run_1/class_map.png
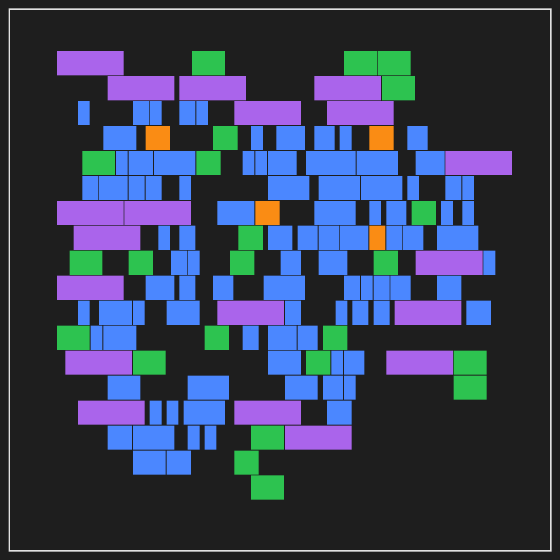
run_1/route_heat.png
The bar under the picture is 20 um long. The die is cut into 12 by 12 equal tiles; dark blue is low, red is high, scaled to the fullest tile. Values are wire area over tile area, all layers added.
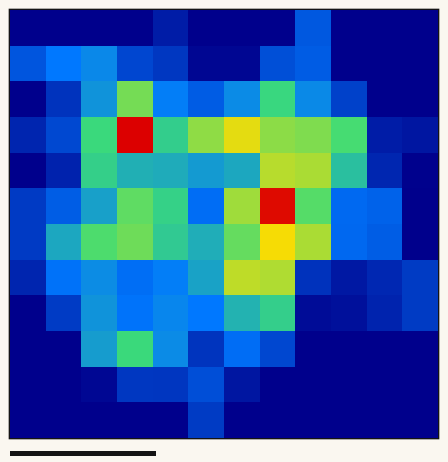
run_1/util_map.png
The bar under the picture is 20 um long. The die is cut into 12 by 12 equal tiles; dark blue is low, red is high, 0 to 100% covered.
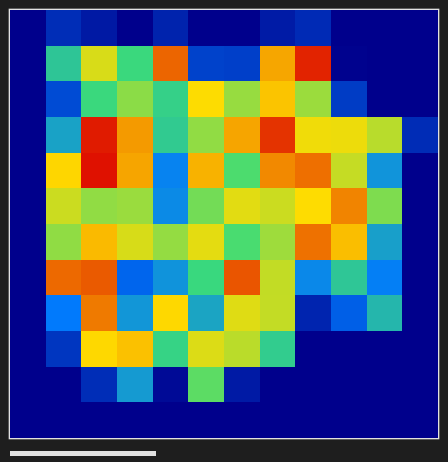
**config.mk**
```make
export PLATFORM = sky130hd
export DESIGN_NAME = frame_sync_ctrl_flat
export DESIGN_NICKNAME = d
export VERILOG_FILES = /design/src/rtl/frame_sync_ctrl_if.sv /design/src/rtl/frame_sync_ctrl.sv /design/src/flat_wrapper.sv
export SDC_FILE = /design/constraint.sdc
export NUM_CORES = 1
export LEC_CHECK = 0
export CORE_MARGIN = 4
export CORE_UTILIZATION = 40
export CTS_CLUSTER_DIAMETER = 50
export DETAILED_ROUTE_END_ITERATION = 8
export GPL_ROUTABILITY_DRIVEN = 0
export HOLD_SLACK_MARGIN = 0.15
export MAX_ROUTING_LAYER = met4
export SKIP_LAST_GASP = 1
export SLEW_MARGIN = 20
export SYNTH_ARGS = -nofsm -noshare
export SYNTH_HDL_FRONTEND = slang
export SYNTH_SLANG_ARGS = --single-unit
```
**constraint.sdc**
```tcl
create_clock -name clk -period 2.3 [get_ports clk]
set_clock_uncertainty 0.2 [all_clocks]
set_input_delay 0.575 -clock clk [delete_from_list [all_inputs] [get_ports clk]]
set_output_delay 0.575 -clock clk [all_outputs]
set_load 0.005 [all_outputs]
```
**src/rtl/frame_sync_ctrl_if.sv**
```systemverilog
// Serial receive bus for frame_sync_ctrl: incoming bit stream plus
// the frame-alignment status returned to downstream deframing logic.
interface frame_sync_ctrl_if #(
  parameter int CW = 4
);
  logic          in_valid;
  logic          in;
  logic          locked;
  logic          frame_start;
  logic          sync_err;
  logic [CW-1:0] bit_pos;
  logic [1:0]    fsm_state;

  modport master (
    output in_valid, in,
    input  locked, frame_start, sync_err, bit_pos, fsm_state
  );

  modport slave (
    input  in_valid, in,
    output locked, frame_start, sync_err, bit_pos, fsm_state
  );
endinterface

```
**src/rtl/frame_sync_ctrl.sv**
```systemverilog
// Frame-synchronisation controller: overlapping 1101 sync-word detector
// sequenced through HUNT / VERIFY / LOCK with a flywheel position counter
// that tolerates up to MISS_MAX-1 consecutive corrupted sync words.
module frame_sync_ctrl #(
  parameter int FRAME_LEN = 16,
  parameter int CONFIRM   = 2,
  parameter int MISS_MAX  = 3,
  parameter int CW        = 4
) (
  input  logic            clk,
  input  logic            rst,
  frame_sync_ctrl_if.slave bus
);

  localparam int CNT_MAX = (CONFIRM > MISS_MAX) ? CONFIRM : MISS_MAX;
  localparam int CNT_W   = $clog2(CNT_MAX + 1);

  localparam logic [CW-1:0]    POS_LAST  = CW'(FRAME_LEN - 1);
  localparam logic [CNT_W-1:0] GOOD_LIM  = CNT_W'(CONFIRM);
  localparam logic [CNT_W-1:0] MISS_LIM  = CNT_W'(MISS_MAX);

  typedef enum logic [1:0] {
    HUNT   = 2'd0,
    VERIFY = 2'd1,
    LOCK   = 2'd2
  } state_t;

  // Detector states name the longest received suffix that prefixes 1101
  typedef enum logic [1:0] {
    D_IDLE = 2'd0,
    D_1    = 2'd1,
    D_11   = 2'd2,
    D_110  = 2'd3
  } det_t;

  state_t           r_state, w_state_nxt;
  det_t             r_det, w_det_nxt;
  logic [CW-1:0]    r_pos, w_pos_nxt;
  logic [CNT_W-1:0] r_good, w_good_nxt, w_good_inc;
  logic [CNT_W-1:0] r_miss, w_miss_nxt, w_miss_inc;
  logic             w_hit, w_exp, w_fs_nxt, w_se_nxt;
  logic             r_locked, r_frame_start, r_sync_err;
  logic [CW-1:0]    r_bit_pos;

  // Mealy 1101 detector: next state and hit on the current valid bit
  always_comb begin
    w_det_nxt = r_det;
    w_hit     = 1'b0;
    if (bus.in_valid) begin
      case (r_det)
        D_IDLE: w_det_nxt = bus.in ? D_1  : D_IDLE;
        D_1:    w_det_nxt = bus.in ? D_11 : D_IDLE;
        D_11:   w_det_nxt = bus.in ? D_11 : D_110;
        D_110: begin
          // trailing 1 of a completed word is the first 1 of the next
          w_det_nxt = bus.in ? D_1 : D_IDLE;
          w_hit     = bus.in;
        end
      endcase
    end
  end

  assign w_exp      = bus.in_valid && (r_pos == POS_LAST);
  assign w_good_inc = (r_good == GOOD_LIM) ? r_good : r_good + 1'b1;
  assign w_miss_inc = (r_miss == MISS_LIM) ? r_miss : r_miss + 1'b1;

  // Sync FSM next state, counters and pulse outputs
  always_comb begin
    w_state_nxt = r_state;
    w_pos_nxt   = r_pos;
    w_good_nxt  = r_good;
    w_miss_nxt  = r_miss;
    w_fs_nxt    = 1'b0;
    w_se_nxt    = 1'b0;
    if (bus.in_valid) begin
      w_pos_nxt = (r_pos == POS_LAST) ? '0 : r_pos + 1'b1;
      case (r_state)
        HUNT: begin
          if (w_hit) begin
            w_pos_nxt  = '0;
            w_good_nxt = CNT_W'(1);
            if (CONFIRM == 1) begin
              w_state_nxt = LOCK;
              w_miss_nxt  = '0;
              w_fs_nxt    = 1'b1;
            end else begin
              w_state_nxt = VERIFY;
            end
          end
        end
        VERIFY: begin
          if (w_exp) begin
            if (w_hit) begin
              w_good_nxt = w_good_inc;
              if (w_good_inc == GOOD_LIM) begin
                w_state_nxt = LOCK;
                w_miss_nxt  = '0;
                w_fs_nxt    = 1'b1;
              end
            end else begin
              w_state_nxt = HUNT;
              w_good_nxt  = '0;
            end
          end
        end
        LOCK: begin
          if (w_exp) begin
            if (w_hit) begin
              w_miss_nxt = '0;
              w_fs_nxt   = 1'b1;
            end else begin
              w_se_nxt = 1'b1;
              if (w_miss_inc == MISS_LIM) begin
                w_state_nxt = HUNT;
                w_miss_nxt  = '0;
              end else begin
                // flywheel: keep framing on the expected position
                w_miss_nxt = w_miss_inc;
                w_fs_nxt   = 1'b1;
              end
            end
          end
        end
        default: w_state_nxt = HUNT;
      endcase
    end
  end

  // State, detector, counters and registered outputs
  always_ff @(posedge clk) begin
    if (rst) begin
      r_state       <= HUNT;
      r_det         <= D_IDLE;
      r_pos         <= '0;
      r_good        <= '0;
      r_miss        <= '0;
      r_locked      <= 1'b0;
      r_frame_start <= 1'b0;
      r_sync_err    <= 1'b0;
      r_bit_pos     <= '0;
    end else begin
      r_state       <= w_state_nxt;
      r_det         <= w_det_nxt;
      r_pos         <= w_pos_nxt;
      r_good        <= w_good_nxt;
      r_miss        <= w_miss_nxt;
      r_locked      <= (w_state_nxt == LOCK);
      r_frame_start <= w_fs_nxt;
      r_sync_err    <= w_se_nxt;
      if (bus.in_valid) begin
        r_bit_pos <= r_pos;
      end
    end
  end

  assign bus.locked      = r_locked;
  assign bus.frame_start = r_frame_start;
  assign bus.sync_err    = r_sync_err;
  assign bus.bit_pos     = r_bit_pos;
  assign bus.fsm_state   = r_state;

endmodule

```
**src/flat_wrapper.sv**
```systemverilog
// flat-port wrapper written by rule: the top's interface ports become plain ports
module frame_sync_ctrl_flat 
#(
  parameter int FRAME_LEN = 16,
  parameter int CONFIRM   = 2,
  parameter int MISS_MAX  = 3,
  parameter int CW        = 4
)
  (clk, rst, bus_in_valid, bus_in, bus_locked, bus_frame_start, bus_sync_err, bus_bit_pos, bus_fsm_state);
  frame_sync_ctrl_if #(.CW(CW)) bus_i ();
  input  logic clk;
  input  logic rst;
  input wire logic [$bits(bus_i.in_valid)-1:0] bus_in_valid;
  input wire logic [$bits(bus_i.in)-1:0] bus_in;
  output wire logic [$bits(bus_i.locked)-1:0] bus_locked;
  output wire logic [$bits(bus_i.frame_start)-1:0] bus_frame_start;
  output wire logic [$bits(bus_i.sync_err)-1:0] bus_sync_err;
  output wire logic [$bits(bus_i.bit_pos)-1:0] bus_bit_pos;
  output wire logic [$bits(bus_i.fsm_state)-1:0] bus_fsm_state;
  assign bus_i.in_valid = bus_in_valid;
  assign bus_i.in = bus_in;
  assign bus_locked = bus_i.locked;
  assign bus_frame_start = bus_i.frame_start;
  assign bus_sync_err = bus_i.sync_err;
  assign bus_bit_pos = bus_i.bit_pos;
  assign bus_fsm_state = bus_i.fsm_state;
  frame_sync_ctrl #(.FRAME_LEN(FRAME_LEN), .CONFIRM(CONFIRM), .MISS_MAX(MISS_MAX), .CW(CW)) u_core (.clk(clk), .rst(rst), .bus(bus_i));
endmodule
```
==> summary.txt, run 1 <==
impl run done, here's what came out: worst reg2reg path startpoint=u_core.r_pos[0], CTS Buf Count=3, CTS H-tree lvls=1, final core occ=51.46%, WL/cell=~13 um, Area growth syn-to-layout=23.37%, # Cells Yosys=117, ANT nets after route=0, critical path capture point type=flip-flop, share of layout cells above drive strength 1=13.77%, CP required=around 2.3 ns, chip area=between 0.003 and 0.004 mm^2, vias per std cell=about 5.4, yosys synthesis warning count=0, largest net degree at the start of global routing=12, P_sw=roughly 150 uW, status=complete, no violations, CP max-delay cell=clkdlybuf4s50_1, most common logic cell in the routed design=dfxtp_1, Place WS=-0.1166 ns, Seq pwr share=around three fifths, Reg2Reg Setup Slack=0.32 ns, Chip Width=slightly below 60 um, Post-Route WL=approximately 2200 um, CTS tree=done, io pins=13, DR DRC count=0, Async SR Flop Fraction=0%, Vias=between 900 and 1000, crit path kind=in2reg, DRT iter0 DRCs=27, CP max stage delay=~0.55 ns, Hold Path Cell Cnt=2, area fraction in compound gates=between 10% and 20%, synth top area cells=dfxtp_1 37%, ha_1 11%, mux2i_1 5.8%
Back to the opening pictures, class_map.png:
registers: drawn in purple, cells 19, share of their area 31%. remaining logic cells: drawn in blue, cells 92, share of their area 51%. remaining buffers and delay cells: drawn in green, cells 23, share of their area 16%. clock drivers and dummy loads: drawn in orange, cells 4, share of their area 2.2%.

Back to the opening pictures, route_heat.png:
33% of the tiles are nearly empty. The densest ninth of the die: centre. The mean over all tiles is 0.10. The fullest tile reaches 0.48. The emptiest ninth of the die: south-east.

Back to the opening pictures, util_map.png:
The fullest tile reaches 98%. The emptiest ninth of the die: south-east. 17% of the tiles are over 75% full. The mean over all tiles is 36%.

==> run 1: how the worst max path moves through the flow <==
stage,end,cells past startpoint,slack (ns),startpoint
2_1_floorplan,u_core.r_good[0],6,0.49,bus_in
3_3_place_gp,u_core.bus.locked,5,-0.04,bus_in_valid
3_5_place_dp,u_core.r_good[0],6,-0.12,bus_in_valid
4_1_cts,u_core.r_good[0],6,0.22,bus_in_valid
5_1_grt,u_core.bus.locked,5,0.09,bus_in_valid
6_report,u_core.r_good[0],6,0.24,bus_in_valid
==> run 1: through the flow <==
step,hold WS [ns],std cells,cell area [um^2]
2_1_floorplan,0.2363,117,1033
3_3_place_gp,0.2524,164,1247
3_5_place_dp,0.2528,164,1247
4_1_cts,0.2697,168,1275
5_1_grt,0.3076,168,1275
6_report,0.2643,168,1275
==> run 1: worst min-delay path, cell delays in order, from the launching register on <==
cell     delay, ns
dfxtp_1       0.33
nand2_1       0.05
a21oi_1       0.05
==> run 1: metal layers <==
layer	track usage, %	part of all wire (%)	up-vias
li1	-	-	467
met1	18.61	50	423
met5	-	0	-
met3	4.386	4.8	4
met2	23.03	45	21
met4	2.913	0.64	0
==> run 1: cell type report <==
type                       instances  share of cell area, %
inverter                          10                  2.944
sequential                        19                  29.83
multi-input combinational         82                  46.22
tap                               30                  2.944
timing repair buffer              23                  15.90
clock buffer                       3                  1.766
clock inverter                     1                 0.3925
==> run 1: power by group through the flow <==
stage               clock (uW)  sequential (uW)  combinational, uW
CTS                        183              345               63.9
global placement             0              353               61.2
floorplan                    0              351               38.1
detailed placement           0              353               63.4
global route               200              347               71.3
finish                     177              345               63.6
==> run 1 -> run 2 <==
- CORE_UTILIZATION: 40 -> 45
- PLACE_DENSITY: unset -> 0.67
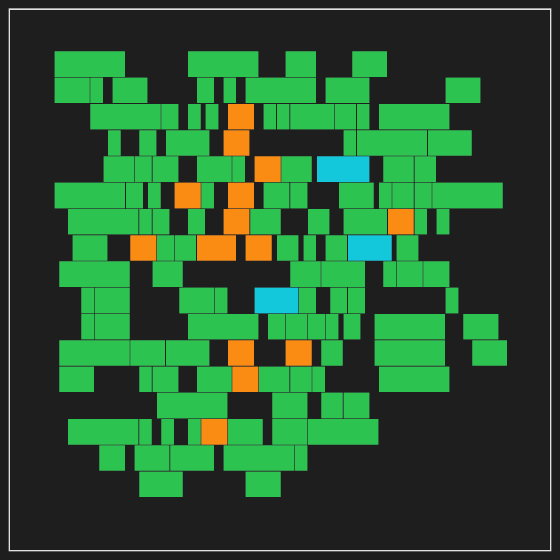
run_2/sizing.png
x3 and x4: drawn in orange, cells 14, share 10%, most used buf_4. x1 and smaller: drawn in green, cells 120, share 88%, most used dfxtp_1. x2: drawn in cyan, cells 3, share 2.2%.

==> summary.txt, run 2 <==
impl run done, here's what came out: relative slew slack=roughly 73%, Comb pwr share=between 10% and 20%, synth top area cells=dfxtp_1 37%, ha_1 11%, mux2i_1 5.8%, Chip Width=roughly 56 um, top cells by count=19 x dfxtp_1, 10 x inv_1, 10 x nor2_1, Vias=about 880, nonclk buf count=22, DRT iter0 DRCs=8, Async SR Flop Fraction=0%, status=complete, no violations, Area growth syn-to-layout=22.28%, Data arrival, critical path=between 2 and 2.5 ns, clock buffer count=4, ANT nets after route=0, io pins=13, ClkCell Share=just over 2%, CP max-delay cell=clkdlybuf4s50_1, CTS Buf Count=3, CTS tree=done, crit path kind=in2reg, combinational share of cell area=roughly 47%, # Cells Yosys=approximately 120, share of layout cells above drive strength 1=~12%, ant diodes=0, largest net degree at the start of global routing=11, P_sw=approximately 140 uW, Floorplan Utilization=between 40 and 50%, non-clk buf share=approximately 15%, Seq pwr share=60.0%, Setup crit start kind=primary input, CP max stage delay=between 0.5 and 0.6 ns, DR DRC count=0, Clock Sink Count=19, CTS H-tree lvls=1, most common logic cell in the routed design=dfxtp_1, chip area=around 0.0031 mm^2, number of ordinary inverters in the final layout=10, Placed Cells=between 150 and 200, fraction of area in registers=between 30 and 40%, yosys synthesis warning count=0, flop count=19, Tap Count=28, vias per std cell=around 5.3, post-synth top area share=a little under two fifths, CP required=between 2 and 2.5 ns, Max-area cell class=logic gates, critical path capture point type=flip-flop, initial antenna violation count=0
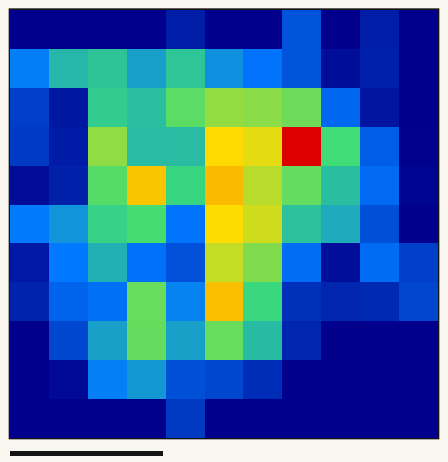
run_2/route_heat.png
The bar under the picture is 20 um long. The die is cut into 11 by 11 equal tiles; dark blue is low, red is high, scaled to the fullest tile. Values are wire area over tile area, all layers added.
26% of the tiles are nearly empty. The mean over all tiles is 0.11. The emptiest ninth of the die: south-east. The fullest tile reaches 0.43.
Post-Route WL: 2156 um
WL/cell: 13.07 um
Overall Global Routing Usage: 15.22%

==> run 2: power groups by stage <==
stage	combinational [uW]	clock, uW	sequential (uW)
detailed placement	61.9	0	353
global placement	60.3	0	353
global route	69.9	190	347
floorplan	38.1	0	351
finish	62.0	168	345
CTS	62.4	175	345
==> run 2: logic make-up (layout without fill, tap and decap cells) <==
group / count (synthesis) / in the layout / synth area share (%)
compound gates: 25 / 25 / 18.28
fa+ha+maj: 9 / 9 / 10.90
buf+inv: 16 / 36 / 6.174
flops: 19 / 19 / 36.80
mux: 6 / 6 / 5.811
simple gates: 42 / 42 / 22.04
==> run 2: per-stage QoR <==
step	setup slack, ns	instance area (um^2)	hold slack, ns	utilization [%]
after detailed placement	-0.06631	1237	0.2548	56.48
after CTS	0.2590	1264	0.2717	57.68
after floorplan	0.4890	1033	0.2363	-
final	0.2225	1264	0.2647	57.68
after global routing	0.1345	1264	0.3023	57.68
after global placement	-0.03854	1237	0.2483	56.48
==> run 2: layer usage <==
metal	routed length, um	track usage (%)	share of wire (%)
met1	1020	17.99	47
met2	1050	24.49	49
met3	69	2.784	3.2
met4	14	8.136	0.65
met5	0	-	0
==> run 2: worst paths after layout <==
check / from / to / cells after the start / slack (ns)
hold reg to reg: u_core.r_good[1] / u_core.r_good[1] / 2 / 0.26
setup / recovery: bus_in_valid / u_core.bus.locked / 5 / 0.22
setup reg to reg: u_core.r_pos[0] / u_core.bus.locked / 5 / 0.28
hold / removal: u_core.r_good[1] / u_core.r_good[1] / 2 / 0.26
==> run 2: tightest hold or removal path, delay by kind of cell (launching register included) <==
kind / cells / cell delay, ns
AOI/OAI and AO/OA: 1 / 0.05
and+or+nand+nor: 1 / 0.05
DFF: 1 / 0.32
Power is estimated from default activity; no workload was simulated.
